`config.mk`:
```
export PLATFORM = sky130hd
export DESIGN_NAME = fft_mem_ctrl
export DESIGN_NICKNAME = d
export VERILOG_FILES = /design/src/rtl/fft_mem_ctrl.sv
export SDC_FILE = /design/constraint.sdc
export NUM_CORES = 1
export LEC_CHECK = 0
export CAP_MARGIN = 20
export CORE_UTILIZATION = 37
export DETAILED_ROUTE_END_ITERATION = 10
export PLACE_DENSITY = 0.76
export SLEW_MARGIN = 15
export SYNTH_ARGS = -nofsm -noshare
export SYNTH_HDL_FRONTEND = slang
export SYNTH_SLANG_ARGS = --single-unit
```
`constraint.sdc`:
```
create_clock -name clk -period 1.6 [get_ports clk]
set_input_delay 0.32 -clock clk [delete_from_list [all_inputs] [get_ports clk]]
set_output_delay 0.32 -clock clk [all_outputs]
set_load 0.03 [all_outputs]
```
`src/rtl/fft_mem_ctrl.sv`:
```
// Load/column/row/unload sequencer for the 64-word radix-8 FFT working memory.
// Define FFT_CTRL_DIGIT_REV_EN to unload in natural frequency order (transposed addressing).
module fft_mem_ctrl #(
    parameter int DATA_WD       = 20,
    parameter int BFLY_MAX_WAIT = 64
) (
    input  logic               clk,
    input  logic               rst_n,
    input  logic               start_i,
    input  logic               din_vld_i,
    input  logic [DATA_WD-1:0] din_dat_i,
    input  logic               bfly_vld_i,
    output logic               busy_o,
    output logic [1:0]         stage_o,
    output logic [2:0]         vec_idx_o,
    output logic               done_o,
    output logic               err_o,
    output logic               dim_sel_o,
    output logic               rd_vld_1x8_o,
    output logic [2:0]         rd_addr_1x8_o,
    output logic               wr_vld_1x8_o,
    output logic [2:0]         wr_addr_1x8_o,
    output logic               rd_vld_1x1_o,
    output logic [5:0]         rd_addr_1x1_o,
    output logic               wr_vld_1x1_o,
    output logic [5:0]         wr_addr_1x1_o,
    output logic [DATA_WD-1:0] wr_dat_1x1_o
);
    localparam int TMR_WD = $clog2(BFLY_MAX_WAIT + 1);

    typedef enum logic [2:0] {
        IDLE, LOAD, COL_RD, COL_WAIT, ROW_RD, ROW_WAIT, UNLOAD
    } state_t;

    state_t             state;
    logic [2:0]         rd_cnt;
    logic [2:0]         wr_cnt;
    logic [5:0]         ld_cnt;
    logic [TMR_WD-1:0]  timer;
    logic               done_q;
    logic               err_q;

    logic in_col, in_row, in_stage, in_rd, in_unload, ld_wr, bfly_wr;
    logic [5:0] unload_addr;

    always_comb begin
        in_col    = (state == COL_RD) || (state == COL_WAIT);
        in_row    = (state == ROW_RD) || (state == ROW_WAIT);
        in_stage  = in_col || in_row;
        in_rd     = (state == COL_RD) || (state == ROW_RD);
        in_unload = (state == UNLOAD);
        ld_wr     = (state == LOAD) && din_vld_i;
        bfly_wr   = in_stage && bfly_vld_i;
`ifdef FFT_CTRL_DIGIT_REV_EN
        unload_addr = {ld_cnt[2:0], ld_cnt[5:3]};
`else
        unload_addr = ld_cnt;
`endif
    end

    // ld_cnt doubles as the unload counter; it has wrapped back to 0 by the end of LOAD.
    always_ff @(posedge clk or negedge rst_n) begin
        if (!rst_n) begin
            state  <= IDLE;
            rd_cnt <= '0;
            wr_cnt <= '0;
            ld_cnt <= '0;
            timer  <= '0;
            done_q <= 1'b0;
            err_q  <= 1'b0;
        end else begin
            done_q <= 1'b0;
            case (state)
                IDLE: begin
                    if (start_i) begin
                        state <= LOAD;
                        err_q <= 1'b0;
                    end
                end
                LOAD: begin
                    if (din_vld_i) begin
                        ld_cnt <= ld_cnt + 6'd1;
                        if (ld_cnt == 6'd63) state <= COL_RD;
                    end
                end
                COL_RD, ROW_RD: begin
                    rd_cnt <= rd_cnt + 3'd1;
                    if (bfly_vld_i) wr_cnt <= wr_cnt + 3'd1;
                    if (rd_cnt == 3'd7) state <= (state == COL_RD) ? COL_WAIT : ROW_WAIT;
                end
                COL_WAIT, ROW_WAIT: begin
                    if (bfly_vld_i) begin
                        wr_cnt <= wr_cnt + 3'd1;
                        timer  <= '0;
                        if (wr_cnt == 3'd7) state <= (state == COL_WAIT) ? ROW_RD : UNLOAD;
                    end else if (timer == TMR_WD'(BFLY_MAX_WAIT - 1)) begin
                        state  <= IDLE;
                        err_q  <= 1'b1;
                        rd_cnt <= '0;
                        wr_cnt <= '0;
                        ld_cnt <= '0;
                        timer  <= '0;
                    end else begin
                        timer <= timer + TMR_WD'(1);
                    end
                end
                UNLOAD: begin
                    ld_cnt <= ld_cnt + 6'd1;
                    if (ld_cnt == 6'd63) begin
                        state  <= IDLE;
                        done_q <= 1'b1;
                    end
                end
                default: state <= IDLE;
            endcase
        end
    end

    always_comb begin
        busy_o        = (state != IDLE);
        stage_o       = in_col ? 2'd1 : in_row ? 2'd2 : in_unload ? 2'd3 : 2'd0;
        vec_idx_o     = in_rd ? rd_cnt : '0;
        done_o        = done_q;
        err_o         = err_q;
        dim_sel_o     = in_col;
        rd_vld_1x8_o  = in_rd;
        rd_addr_1x8_o = in_rd ? rd_cnt : '0;
        wr_vld_1x8_o  = bfly_wr;
        wr_addr_1x8_o = bfly_wr ? wr_cnt : '0;
        rd_vld_1x1_o  = in_unload;
        rd_addr_1x1_o = in_unload ? unload_addr : '0;
        wr_vld_1x1_o  = ld_wr;
        wr_addr_1x1_o = ld_wr ? ld_cnt : '0;
        wr_dat_1x1_o  = ld_wr ? din_dat_i : '0;
    end
endmodule

```
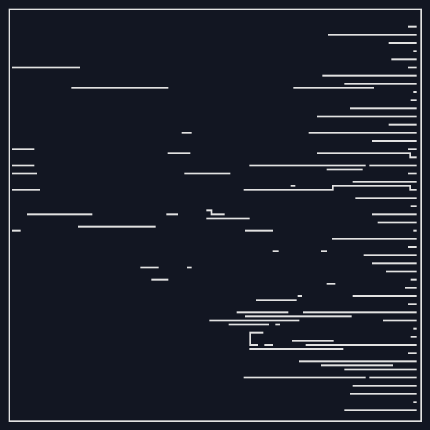
Run 1: met3 routing
(6 px per um)
wire length on this layer: 621 um
nets with wire on the layer: 74
longest straight run: 20.0 um
main direction: horizontal
share of all routed wire: 9.3%

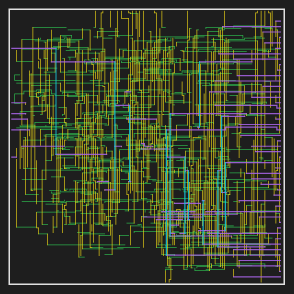
Run 1: metal layers overlaid
(4 px per um)
legend:
  met4:
    colour: cyan
    wire_length: 253 um
  met1:
    colour: green
    wire_length: 2,360 um
  met3:
    colour: purple
    wire_length: 621 um
  met2:
    colour: yellow
    wire_length: 3,410 um

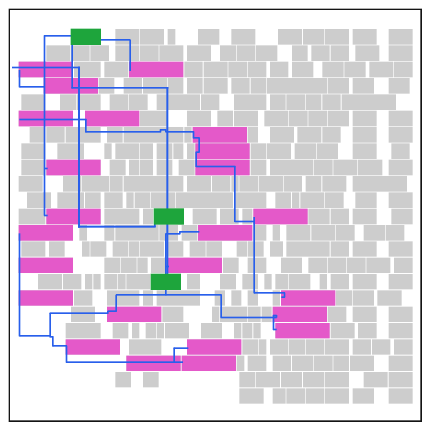
Run 1: clock wires, drivers and flops
(6 px per um)
legend:
  flip-flops:
    colour: magenta
    count: 24
  cells driving clock nets:
    colour: green
    count: 3
  clock wires:
    colour: blue
    length: 369 um
flops lie: spread over the die

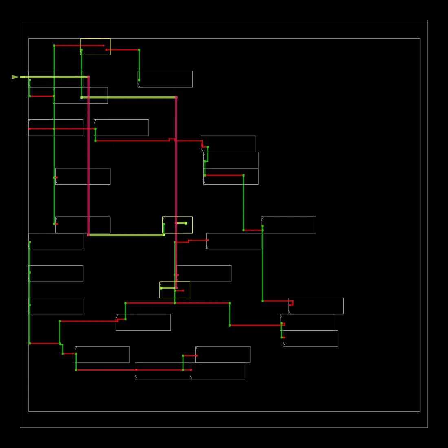
Run 1: clock routing
clk sinks: 24
Latency at later pin: 0.28 ns
clock buffer count: 3
total CTS buffers: 3

==> notes.md, run 1 <==
impl run done, here's what came out: crit path launch=state[2], Power Total=4.782 mW, aggregate global-route resource usage=21.82%, post-synthesis sequential area ratio=36.81%, slew of the pin with the lowest slew margin=0.3889 ns, post-cts sizing count=47, vias in the first global route=1,666, syn_nets=209, final non-filler cell total=351, share of cells above drive strength 1=58.80%, startpoint types=flip-flop, worst r2r src=state[2], drt total wl=6.651 mm, Syn Inst Count=178, most used logic cell in the final layout=buf_6, Crit path arrival time=1.63 ns, Hold WC Path Type=primary input to asynchronous set/reset pin, Clock transition at path regs=0.08 ns, Core Area=4115 um2, worst setup margin=-0.3453 ns, htree depth=1, final setup fails=64, routed vias/inst=5.439, clock skew=0.004306 ns, Max-Cap Viols=0, biggest regs=timer: 7 flops, ld_cnt: 6 flops, hold buffer count at CTS=0, most numerous logic cells after layout=buf_6 (62), buf_4 (35), and2_4 (34), die y size=68.41 um, placed cell areas=2609 um2, Die Area=4679 um2, final core utilization=80.33%, worst slack, placed=-0.2576 ns, Nets=334, DRC=0, length of the first detailed-routing pass in iterations=4, Crit Path Class=flip-flop to output port, Post-synth regs=24, DR WL/cell=18.95 um, Adder Area Share=4.601%, Final Hold Viols=0, predominant post-synthesis flop cell=dfrtp_1, clock buffer depth=2, Setup Fix Bufs, Post-CTS=6, PD cells=1447 nW/um2, Final Max Tran Viols=0, hold_ws=0.4115 ns, Req. time, crit path=1.28 ns, worst reg2reg endpoint=state[2], final setup TNS=-13.31 ns, simple-gate share of the synthesized area=28.83%, Top reg by flops=timer, Reg2Reg Depth=6, violated checks=setup timing, yosys xor share=2.071%, synth warn=0, Slew headroom=74.01%, GR Overflow Total=0, first-pass GRT wire length=7.562 mm, Area Overhead vs Synth=102.6%, Unique cell types=44, first-iteration detailed-routing DRC count=47, yosys stat area=1632 um2, asr flop ratio synth=100.0%, run status=finished, violations left, Final period util=121.6%, RSZ-0062 raised after global routing=yes, synthesized area per cell=9.166 um2, initial antenna violation count=0, Critical Path End Type=output port, Top non-seq family=simple AND/OR/NAND/NOR gates, Design Area, Final=3306 um2, via count=1,909, Leak=1.604 nW, dpl hpwl=3.566 mm, Peak VDD IR=0.9539 mV, ao+oa area frac=17.87%, routability cong.=0.8011, critical path peak fanout=7, Synth Cell Area=1632 um2, CTS tree=done, Highest Clock Rate=0.5140 GHz, Antenna Violating Nets Remaining=0, Horiz. Die Dim=68.41 um, FP Core Util=39.65%, crit path to=wr_dat_1x1_o[19], flip-flops with a built-in enable=0, # Cells Yosys=178, DP Cell Count=327
## run 1: area by class of cell
class / count / area [um2]
sequential: 24 / 600.6
clock buffer: 3 / 41.29
fill: 229 / 809.5
multi-input combinational: 137 / 1207
inverter: 7 / 38.79
timing repair buffer: 130 / 1355
tap: 50 / 62.56
## run 1: synthesized netlist by cell type, types with 2 or more instances
cell / n / share of area (%)
and2_1: 33 / 13
buf_4: 4 / 1.8
mux2i_1: 2 / 1.2
nor2_1: 10 / 2.3
dfrtp_1: 24 / 37
ha_1: 6 / 4.6
nor2_2: 2 / 0.77
a22o_1: 7 / 3.8
o21ai_0: 4 / 1.2
mux2_2: 4 / 2.8
inv_1: 7 / 1.6
clkbuf_1: 3 / 0.69
o32ai_1: 2 / 1.1
nand3_1: 7 / 2.1
buf_6: 2 / 1.4
a31oi_1: 5 / 1.9
nor3_1: 3 / 0.92
a21oi_1: 8 / 2.5
a21o_1: 3 / 1.4
nand2_1: 14 / 3.2
a211o_1: 2 / 1.1
and3_1: 4 / 1.5
## run 1: worst max-delay path, stage by stage, from the launching register on
cell       delay [ns]
dfrtp_1          0.42
buf_6            0.14
nand4bb_4        0.23
clkinv_4         0.11
clkbuf_16        0.15
and2_4           0.15
buf_6            0.15
## run 1: cell families (layout without fill, tap and decap cells)
family          after synthesis  in the layout
fa+ha+maj                     6              6
mux                           6              6
xor+xnor                      3              3
buf+inv                      17            140
flops                        24             24
compound gates               39             39
simple gates                 83             83
## run 1: metal layers
metal	vias to the layer above	global-route usage, %	share of wire, %
met3	25	3.500	9.3
li1	879	-	-
met5	-	0	0
met2	96	38.97	51
met1	909	25.91	36
met4	0	8.333	3.8
## run 1: report_power, final
part	internal [mW]	switching, mW	total (mW)
Clock	0.169	0.202	0.371
Sequential	0.825	0.183	1.01
Combinational	1.72	1.68	3.40
--- run 2 (diff from run 1) ---
--- a/config.mk
+++ b/config.mk
@@ -7,6 +7,7 @@
 export LEC_CHECK = 0
 export CAP_MARGIN = 20
 export CORE_UTILIZATION = 37
+export CTS_CLUSTER_SIZE = 16
 export DETAILED_ROUTE_END_ITERATION = 10
 export PLACE_DENSITY = 0.76
 export SLEW_MARGIN = 15
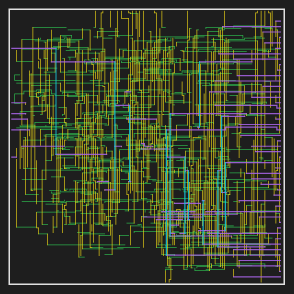
Run 2: metal layers overlaid
(4 px per um)
legend:
  met1:
    colour: green
    wire_length: 2,360 um
  met4:
    colour: cyan
    wire_length: 253 um
  met3:
    colour: purple
    wire_length: 621 um
  met2:
    colour: yellow
    wire_length: 3,410 um

==> notes.md, run 2 <==
impl run done, here's what came out: violated checks=setup timing, Yosys top cell by instances=and2_1, Peak VDD IR=0.9539 mV, run status=finished, violations left, Top Metal Used=met4, Adder Area Share=4.601%, aggregate global-route resource usage=21.82%, # Cells Yosys=178, Post-synth regs=24, Final Hold Viols=0, routed vias/inst=5.439, crit path launch=state[2], first-pass GRT wire length=7.562 mm, M3 GR Usage=3.500%, yosys xor share=2.071%, grt met2 use=38.97%, slew of the pin with the lowest slew margin=0.3889 ns, htree depth=1, most numerous logic cells after layout=buf_6 (62), buf_4 (35), and2_4 (34), Synth Cell Area=1632 um2, initial antenna violation count=0, DRC=0, post-synthesis sequential area ratio=36.81%, yosys stat area=1632 um2, drt total wl=6.651 mm, ao+oa area frac=17.87%, worst r2r src=state[2], CTS tree=done, met2 wire len=3.412 mm, biggest regs=timer: 7 flops, ld_cnt: 6 flops, first-iteration detailed-routing DRC count=47, Highest Clock Rate=0.5140 GHz, Final period util=121.6%, dpl hpwl=3.566 mm, flip-flops with a built-in enable=0, critical path peak fanout=7, Final Max Tran Viols=0, clock skew=0.004306 ns, worst setup margin=-0.3453 ns, Crit Path Class=flip-flop to output port, most used logic cell in the final layout=buf_6, clk sinks=24, vias in the first global route=1,666, Leak=1.604 nW, asr flop ratio synth=100.0%, grt met1 use=25.91%, final setup fails=64, DR WL met3=621 um, Slew headroom=74.01%, DR WL/cell=18.95 um, predominant post-synthesis flop cell=dfrtp_1, crit path to=wr_dat_1x1_o[19], busiest layer in global routing=met2, Clock transition at path regs=0.08 ns, Design Area, Final=3306 um2, Area Overhead vs Synth=102.6%, top cells by area=dfrtp_1 (37%), and2_1 (13%), ha_1 (4.6%), Synth top cells by count=and2_1 (33), dfrtp_1 (24), nand2_1 (14), nor2_1 (10), a21oi_1 (8), FP Core Util=39.65%, startpoint types=flip-flop
## run 2: worst max-delay path, stage by stage, from the launching register on
cell and delay, ns:
dfrtp_1 0.42, buf_6 0.14, nand4bb_4 0.23, clkinv_4 0.11, clkbuf_16 0.15, and2_4 0.15, buf_6 0.15
## run 2: metrics by stage
step	total power, mW	setup slack [ns]	instances	util, %	TNS [ns]
5_1_grt	5.047	-0.3976	351	80.33	-17.34
3_5_place_dp	3.539	-0.2576	327	63.39	-8.020
4_1_cts	4.083	-0.2982	336	69.78	-11.47
3_3_place_gp	3.480	-0.2183	327	63.39	-7.300
6_report	4.782	-0.3453	351	80.33	-13.31
2_1_floorplan	2.637	-0.09246	178	-	-0.7377
## run 2: cell type report
class	count	area [um2]
clock buffer	3	41.29
fill	229	809.5
tap	50	62.56
multi-input combinational	137	1207
sequential	24	600.6
inverter	7	38.79
timing repair buffer	130	1355
## run 2: logic make-up (layout without fill, tap and decap cells)
| logic type | count (synthesis) | after routing |
|---|---|---|
| AND/OR/NAND/NOR | 83 | 83 |
| buffers and inverters | 17 | 140 |
| AND-OR/OR-AND | 39 | 39 |
| multiplexers | 6 | 6 |
| adder cells (fa/ha/maj) | 6 | 6 |
| XOR/XNOR | 3 | 3 |
| flip-flops | 24 | 24 |
## run 2: power breakdown
part	internal (mW)	leakage, nW	switching [mW]
registers	0.825	0.303	0.183
logic	1.72	1.28	1.68
clock network	0.169	0.0216	0.202
total	2.71	1.60	2.07
## run 2: what timing repair did
action,4_1_cts,5_1_grt
endpoints found under the setup margin,58,66
pin swaps,3,48
buffers inserted,6,12
resized,47,70
gates cloned,0,3
Power figures rest on the tool's default switching activity, not on a simulated workload.
